### config.mk
export PLATFORM = sky130hd
export DESIGN_NAME = gate_timing_monitor
export DESIGN_NICKNAME = d
export VERILOG_FILES = /design/src/rtl/gate_timing_monitor.sv
export SDC_FILE = /design/constraint.sdc
export NUM_CORES = 1
export LEC_CHECK = 0
export ABC_AREA = 1
export CORE_AREA = 5 5 140 142
export DETAILED_ROUTE_END_ITERATION = 8
export DIE_AREA = 0 0 145 147
export PLACE_DENSITY = 0.47
export SYNTH_ARGS = -nofsm -noshare
export SYNTH_HDL_FRONTEND = slang
export SYNTH_SLANG_ARGS = --single-unit
### constraint.sdc
create_clock -name clk -period 3.3 [get_ports clk]
set_input_delay 0.495 -clock clk [delete_from_list [all_inputs] [get_ports clk]]
set_output_delay 0.495 -clock clk [all_outputs]
set_load 0.005 [all_outputs]
### src/rtl/gate_timing_monitor.sv
// Receive-side checker: measures Sync/Gate/Done phase widths and emits one record per frame.
// Record valid one cycle after done is sampled; no backpressure, the monitor only observes.
module gate_timing_monitor #(
  parameter int SYNC_W = 8,
  parameter int GATE_W = 16
) (
  input  logic              clk,
  input  logic              rst,
  input  logic              ena,
  input  logic              sync_in,
  input  logic              gate_in,
  input  logic              done_in,
  output logic [SYNC_W-1:0] m_sync,
  output logic [SYNC_W-1:0] m_gdel,
  output logic [GATE_W-1:0] m_gate,
  output logic [GATE_W-1:0] m_len,
  output logic              valid,
  output logic              ovf,
  output logic              err,
  output logic              busy
);

  typedef enum logic [2:0] {IDLE, SYNC, GDEL, GATE, LEN} state_t;

  localparam logic [SYNC_W-1:0] SYNC_ONE = {{(SYNC_W-1){1'b0}}, 1'b1};
  localparam logic [GATE_W-1:0] GATE_ONE = {{(GATE_W-1){1'b0}}, 1'b1};

  state_t            state;
  logic [SYNC_W-1:0] sync_cnt, gdel_cnt;
  logic [GATE_W-1:0] gate_cnt, len_cnt;
  logic              ovf_acc;
  logic              sync_q;
  logic              frame_err, frame_done;

  // Terminal conditions for the current frame, decided from the state and sampled strobes.
  always_comb begin
    frame_err  = 1'b0;
    frame_done = 1'b0;
    case (state)
      SYNC: frame_err = done_in | (sync_in & gate_in);
      GDEL: frame_err = sync_in | done_in;
      GATE: begin
        frame_err  = sync_in;
        frame_done = !sync_in && !gate_in && done_in;
      end
      LEN: begin
        frame_err  = sync_in | gate_in;
        frame_done = !sync_in && !gate_in && done_in;
      end
      default: ;
    endcase
  end

  always_ff @(posedge clk or negedge rst) begin
    if (!rst) begin
      state    <= IDLE;
      sync_cnt <= '0;
      gdel_cnt <= '0;
      gate_cnt <= '0;
      len_cnt  <= '0;
      ovf_acc  <= 1'b0;
      sync_q   <= 1'b0;
      m_sync   <= '0;
      m_gdel   <= '0;
      m_gate   <= '0;
      m_len    <= '0;
      valid    <= 1'b0;
      ovf      <= 1'b0;
      err      <= 1'b0;
      busy     <= 1'b0;
    end else begin
      sync_q <= sync_in;
      valid  <= 1'b0;
      err    <= 1'b0;
      if (!ena || frame_err || frame_done) begin
        state    <= IDLE;
        busy     <= 1'b0;
        sync_cnt <= '0;
        gdel_cnt <= '0;
        gate_cnt <= '0;
        len_cnt  <= '0;
        ovf_acc  <= 1'b0;
        err      <= ena & frame_err;
        valid    <= ena & frame_done;
        if (ena && frame_done) begin
          m_sync <= sync_cnt;
          m_gdel <= gdel_cnt;
          m_gate <= gate_cnt;
          m_len  <= len_cnt;
          ovf    <= ovf_acc;
        end
      end else begin
        case (state)
          IDLE: begin
            // Only a fresh rising sync starts a frame, so a sync held across an error is ignored.
            if (sync_in && !sync_q && !gate_in && !done_in) begin
              state    <= SYNC;
              busy     <= 1'b1;
              sync_cnt <= SYNC_ONE;
            end
          end
          SYNC: begin
            if (sync_in) begin
              if (&sync_cnt) ovf_acc <= 1'b1;
              else sync_cnt <= sync_cnt + SYNC_ONE;
            end else if (gate_in) begin
              state    <= GATE;
              gdel_cnt <= '0;
              gate_cnt <= GATE_ONE;
            end else begin
              state    <= GDEL;
              gdel_cnt <= SYNC_ONE;
            end
          end
          GDEL: begin
            if (gate_in) begin
              state    <= GATE;
              gate_cnt <= GATE_ONE;
            end else if (&gdel_cnt) ovf_acc <= 1'b1;
            else gdel_cnt <= gdel_cnt + SYNC_ONE;
          end
          GATE: begin
            if (!gate_in) begin
              state   <= LEN;
              len_cnt <= GATE_ONE;
            end else if (&gate_cnt) ovf_acc <= 1'b1;
            else gate_cnt <= gate_cnt + GATE_ONE;
          end
          LEN: begin
            if (&len_cnt) ovf_acc <= 1'b1;
            else len_cnt <= len_cnt + GATE_ONE;
          end
          default: begin
            state <= IDLE;
            busy  <= 1'b0;
          end
        endcase
      end
    end
  end

endmodule
==> run_1/ff_map.png <==
Other sequential cells in the stronger grey, the rest of the logic in the fainter grey.
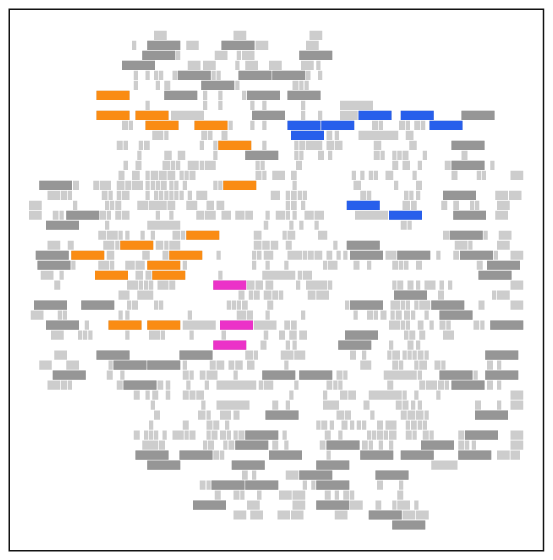
Blue is `gdel_cnt`, flops 8. Orange is `gate_cnt`, flops 16. Magenta is `state`, flops 3.
fraction of area in registers: 0.403
flip-flop and latch area: 2630 sq um
Core Util, Final: 0.356
sequential cell power: 0.00142 W

==> run_1/placed.png <==
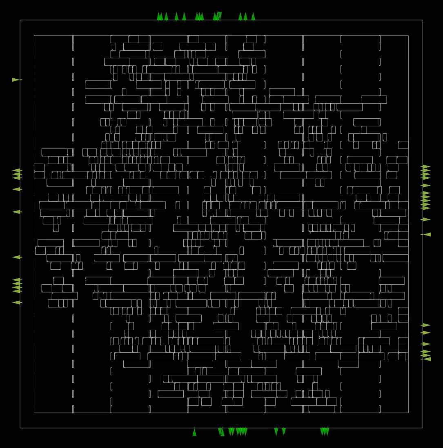
final non-filler cell total: 967
row count: 50
final sequential cell count: 105

==> run_1/m2.png <==
The bar under the picture is 50 um long.
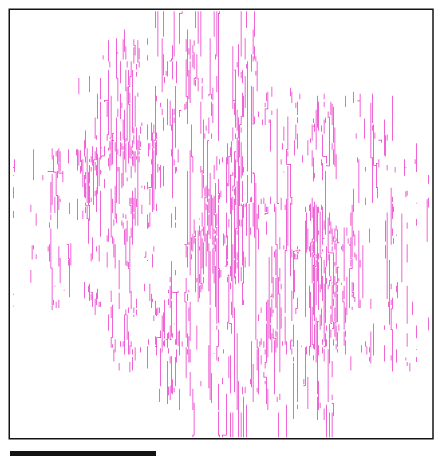
The layer holds 48% of the routed length. The layer carries 6570 um of wire. 592 nets have wire on it. The wires run mostly vertical.

==> summary.txt, run 1 <==
Implementation results.

The post-layout net count is ~740. The library cell with the highest instance count after synthesis is sky130_fd_sc_hd__nand2_1. The routed design shows a wire length per standard cell of 14.3 um. The fraction of synthesized area in multiplexers is 0.

Of the total synthesized cell area, the portion taken by AND-OR and OR-AND cells is 0.108. The origin of the critical flop-to-flop path is state[1]$_DFFE_PN0P_. The number of maximum-capacitance violations recorded for the run is 0. The H-tree was split into 3 levels. The OpenROAD report gives the critical path a required time of approximately 3.5 ns. The pin count of the biggest net entering global routing is between 50 and 60. The inserted tap cell count is around 230. The buffering overhead is 0.104. The area fraction of the largest cell type after synthesis is 0.489.

The number of buffers created by CTS is 9. The tool warning count for the run is 26. The first detailed-routing pass ran for 5 iterations. The number of warnings issued by yosys is 0.

The I/O pin count is slightly below 60. The flow ran to the end, and the final reports show no timing, DRC or antenna violations. The remaining routing DRC violations is 0. The die extent in y is about 150 um. The cell chosen for the clock root is sky130_fd_sc_hd__clkbuf_16.

The power report attributes to the clock group a share of 0.356. The first routing iteration left 266 violations. By area, the class that comes first in the final layout consists of registers. The cell-mix breakdown from Yosys lists the simple-gate area share as 0.290. The routability congestion estimate is 0.896. Multi-input combinational cells in the finished layout were counted as roughly 480.

The category of the critical setup timing path is in -> reg. The synthesized cell area is between 5000 and 6000 sq um. The leading power group is registers.

The switching portion of total power comes to 0.312. The share of the clock period used by the worst path after layout is 0.775. The combinational gate area is 2370 sq um. The number of failing hold endpoints at the final stage is 0. The final-layout clock buffer total is 14. The synthesis-stage register bit count is ~110.

The fraction of layout instances using a drive strength above 1 is 0.0819. Of the total synthesized cell area, the portion taken by XOR and XNOR cells is 0.0326. The number of nets at floorplan is between 600 and 700. Of the synthesized area, sequential elements account for 0.489.

The fill cell instance count of the final layout is 1928. The vias per cell is about 4.7. The TritonCTS clock tree is yes. The arrival time of data at the worst endpoint is listed as roughly 2.8 ns. The final antenna diode tally reported by the flow is 0. The leakage component of the power is 2.81 nW. During placement, the flow inserted port buffers numbering between 50 and 60. The core region is between 15000 and 20000 sq um. The dominant kind of combinational cell is simple AND/OR/NAND/NOR gates. The worst-case reg-to-reg setup slack stands at around 0.85 ns. The worst-case setup margin in the final layout is 0.741 ns.

The slew at the pin with the worst max-slew slack is around 0.69 ns. Of the total power, registers draw 0.430. The initial antenna violation count was 0. Setup repair after global routing left no endpoint under its margin.
==> run 1: state kept, by name, summed over array words and instances (netlist names) <==
| signal | flops |
|---|---|
| gate_cnt | 16 |
| len_cnt | 16 |
| m_gate | 16 |
| m_len | 16 |
| gdel_cnt | 8 |
| m_gdel | 8 |
| m_sync | 8 |
| sync_cnt | 8 |
| state | 3 |
| busy | 1 |
| err | 1 |
| ovf | 1 |
| ovf_acc | 1 |
| sync_q | 1 |
| valid | 1 |
==> run 1: cells in the final DEF, fill, tap and decap left out, drive strengths merged <==
master | Yosys | layout
inv | 60 | 60
or2 | 11 | 11
nor3 | 16 | 16
a21oi | 5 | 5
nand3 | 43 | 43
nand4 | 38 | 38
clkbuf | 14 | 14
clkinv | 2 | 2
clkdlybuf4s50 | 0 | 56
o211ai | 1 | 1
o21ai | 96 | 96
dfrtp | 105 | 105
bufinv | 0 | 2
nor2 | 39 | 39
buf | 14 | 14
nand2 | 204 | 204
ha | 4 | 4
xor2 | 16 | 16
o31ai | 1 | 1
xnor2 | 4 | 4
o2111ai | 1 | 1
o21bai | 1 | 1
==> run 1: worst max-delay path by stage <==
stage                     depth (start not counted)                  endpoint  startpoint
after floorplan                                  13  gate_cnt[11]$_DFFE_PN0P_     gate_in
after global routing                             13   gdel_cnt[4]$_DFFE_PN0P_     gate_in
after global placement                           13   gdel_cnt[4]$_DFFE_PN0P_     gate_in
final                                            12    len_cnt[0]$_DFFE_PN0P_     gate_in
after detailed placement                         12   gate_cnt[1]$_DFFE_PN0P_     gate_in
after CTS                                        12  gate_cnt[15]$_DFFE_PN0P_     gate_in
==> run 1: routing by layer <==
metal	global-route usage	wire length, um	vias to the layer above
met5	0	0	-
met4	0.0466	225	0
met3	0.0231	400	15
met2	0.218	6570	75
met1	0.178	6580	2158
li1	-	-	2317
==> run 1 -> run 2 <==
==> constraint.sdc (replaced) <==
create_clock -name clk -period 2.55 [get_ports clk]
set_input_delay 0.3825 -clock clk [delete_from_list [all_inputs] [get_ports clk]]
set_output_delay 0.3825 -clock clk [all_outputs]
set_load 0.005 [all_outputs]
==> run_2/port_trees.png <==
The bar under the picture is 50 um long.
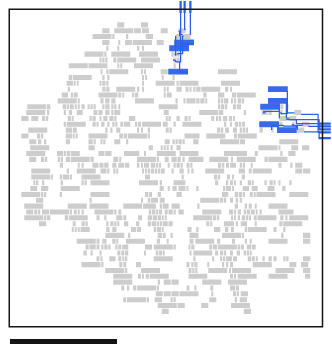
Blue is `m_gdel`, bits 8, direction output, edge 5 right, 3 top, end cells 8, buffers 8, wire 223 um.
number of top-level pins: 58
IO buf count: 57

==> run 2 against run 1 <==
Non-clock buffer count rose by 8. Core utilization rose by 0.41 points. Cell count rose by 0.83%. Combinational power rose by 41%. Register-to-register slack got worse by 0.44 ns. Flip-flop count did not move. Clock skew rose by 0.00052 ns. Total power rose by 29%. Critical path depth fell by 2. Cell area rose by 1.2%. Area after synthesis did not move. Critical path type is now reg -> reg. Critical endpoint is now len_cnt[8]$_DFFE_PN0P_. Largest cell class unchanged. Largest power group unchanged.
==> summary.txt, run 2 <==
Implementation results.

Setup repair after global routing left no endpoint under its margin. The number of stages on the worst setup path is 10. Per Yosys stat, the portion of area used by sequential elements is 0.489. The share of the clock period used by the worst path after layout is 0.841. The arrival time at the worst endpoint is 2.41 ns. The sequential cell fraction of total power is 0.431.

Wire segments on met3 add up to about 480 um in the final route. Of the cells placed in the final design, the portion with a size suffix greater than 1 is 0.0918. The flow ran to the end, and the final reports show no timing, DRC or antenna violations. The TritonCTS clock tree is yes.

Per the timing report, the most critical flop-to-flop path originates at len_cnt[1]$_DFFE_PN0P_. The category of the critical setup timing path is reg -> reg. The startpoint of the most critical setup path is len_cnt[1]$_DFFE_PN0P_. The number of antenna diodes in the final layout is 0.

Among logic cells in the layout, the one with the most instances is sky130_fd_sc_hd__nand2_1. The global routing met3 resource utilization is 0.0256. The number of failing hold endpoints at the final stage is 0. The synthesized cell area is about 5400 sq um.

In this run the core area contains approximately 50 standard-cell rows. The share of synthesized cell area in and-or and or-and compound cells is 0.108. Registers take approximately 2600 sq um. The fill cell instance count of the final layout is between 1500 and 2000.

met2 track demand over resource after global routing is 0.210. The wire length on met2 is ~6.6 mm. For this run, global-route usage on met1 was measured as 0.166. Among the non-sequential cells, simple AND/OR/NAND/NOR gates take the most area. The first-pass iteration count of the detailed router is 4. Signal routing reaches up to met4. The area fraction in and, or, nand and nor cells is 0.290. The sequential power is about 0.0018 W. Sorting the synthesis cell report by count puts at the top sky130_fd_sc_hd__nand2_1. The finished design was reported to have a net count of roughly 750.

The number of clock buffers added by TritonCTS is 9. For this design the static power due to leakage is 2.85 nW. The script computed the net switching share of total power as 0.323. The vias per cell is between 4 and 5. The library cells used most frequently in the layout, excluding fill and tap cells, are sky130_fd_sc_hd__nand2_1 (199), sky130_fd_sc_hd__dfrtp_1 (105), sky130_fd_sc_hd__o21ai_0 (85). The detailed router put a total of approximately 6.4 mm of wire on met1.

The routability congestion estimate is 0.873. The synthesis report lists the Yosys warning total as 0. The worst-case register-to-register setup slack is approximately 0.4 ns.

The routed length per placed instance is about 14 um. The power share of the clock group is 0.334. Per STA, the endpoint of the critical path is len_cnt[8]$_DFFE_PN0P_. The vertical die dimension reported for this design is 147 um. The data required time at the worst endpoint is 2.82 ns. The slew at the pin with the worst max-slew slack is around 0.55 ns. The cell chosen for the clock root is sky130_fd_sc_hd__clkbuf_16. The layout report lists the multi-input gate area as 2370 sq um.

The initial antenna violation count is 0. The placeable core area is 18300 sq um. The number of design-rule violations left by the first detailed-router iteration is 413.

The deepest level of the CTS H-tree is 3. The area share of the leading cell type in the synthesized netlist is 0.489.
run 2: cell counts after synthesis:
No cell type changed its count.
run 2: cell families (layout without fill, tap and decap cells):
logic type,count (synthesis),after routing
AND/OR/NAND/NOR,351,351
AND-OR/OR-AND,105,105
buffers and inverters,90,156
flip-flops,105,105
adder cells (fa/ha/maj),4,4
XOR/XNOR,20,20
run 2: metrics by stage:
stage                     worst slack [ns]  cell area (sq um)  instances  total power [W]   util
after floorplan                      0.688               5370        675          0.00251      -
after global placement               0.180               6290        958          0.00287  0.343
after detailed placement            0.0795               6290        958          0.00289  0.343
after CTS                            0.435               6600        975          0.00434  0.360
after global routing                 0.184               6600        975          0.00452  0.360
final                                0.406               6600        975          0.00427  0.360
run 2: what timing repair did:
action                                  4_1_cts  5_1_grt
setup buffers                                 0        0
hold buffers                                  1        0
resized                                       0        0
endpoints found under the setup margin        0        0
hold endpoints to repair                     23        0
run 2: area by class of cell:
| cell class | count | area share |
|---|---|---|
| clock buffers | 12 | 0.0374 |
| clock inverters | 4 | 0.00797 |
| inverters | 62 | 0.0353 |
| multi-input cells | 480 | 0.359 |
| flip-flops and latches | 105 | 0.398 |
| well taps | 234 | 0.0444 |
| repair buffers | 78 | 0.118 |
run 2: worst register-to-register path, stage by stage, from the launching register on:
cell and delay (ns):
sky130_fd_sc_hd__dfrtp_1 0.43, sky130_fd_sc_hd__ha_1 0.33, sky130_fd_sc_hd__nand3_1 0.15, sky130_fd_sc_hd__nor3_1 0.34, sky130_fd_sc_hd__nand2_1 0.16, sky130_fd_sc_hd__nor2_1 0.12
sky130_fd_sc_hd__nand2_1 0.05, sky130_fd_sc_hd__nand3_1 0.13, sky130_fd_sc_hd__buf_12 0.17, sky130_fd_sc_hd__nand2_1 0.08, sky130_fd_sc_hd__o21ai_0 0.09
No activity file was given, so power comes from the tool's default toggle rates.
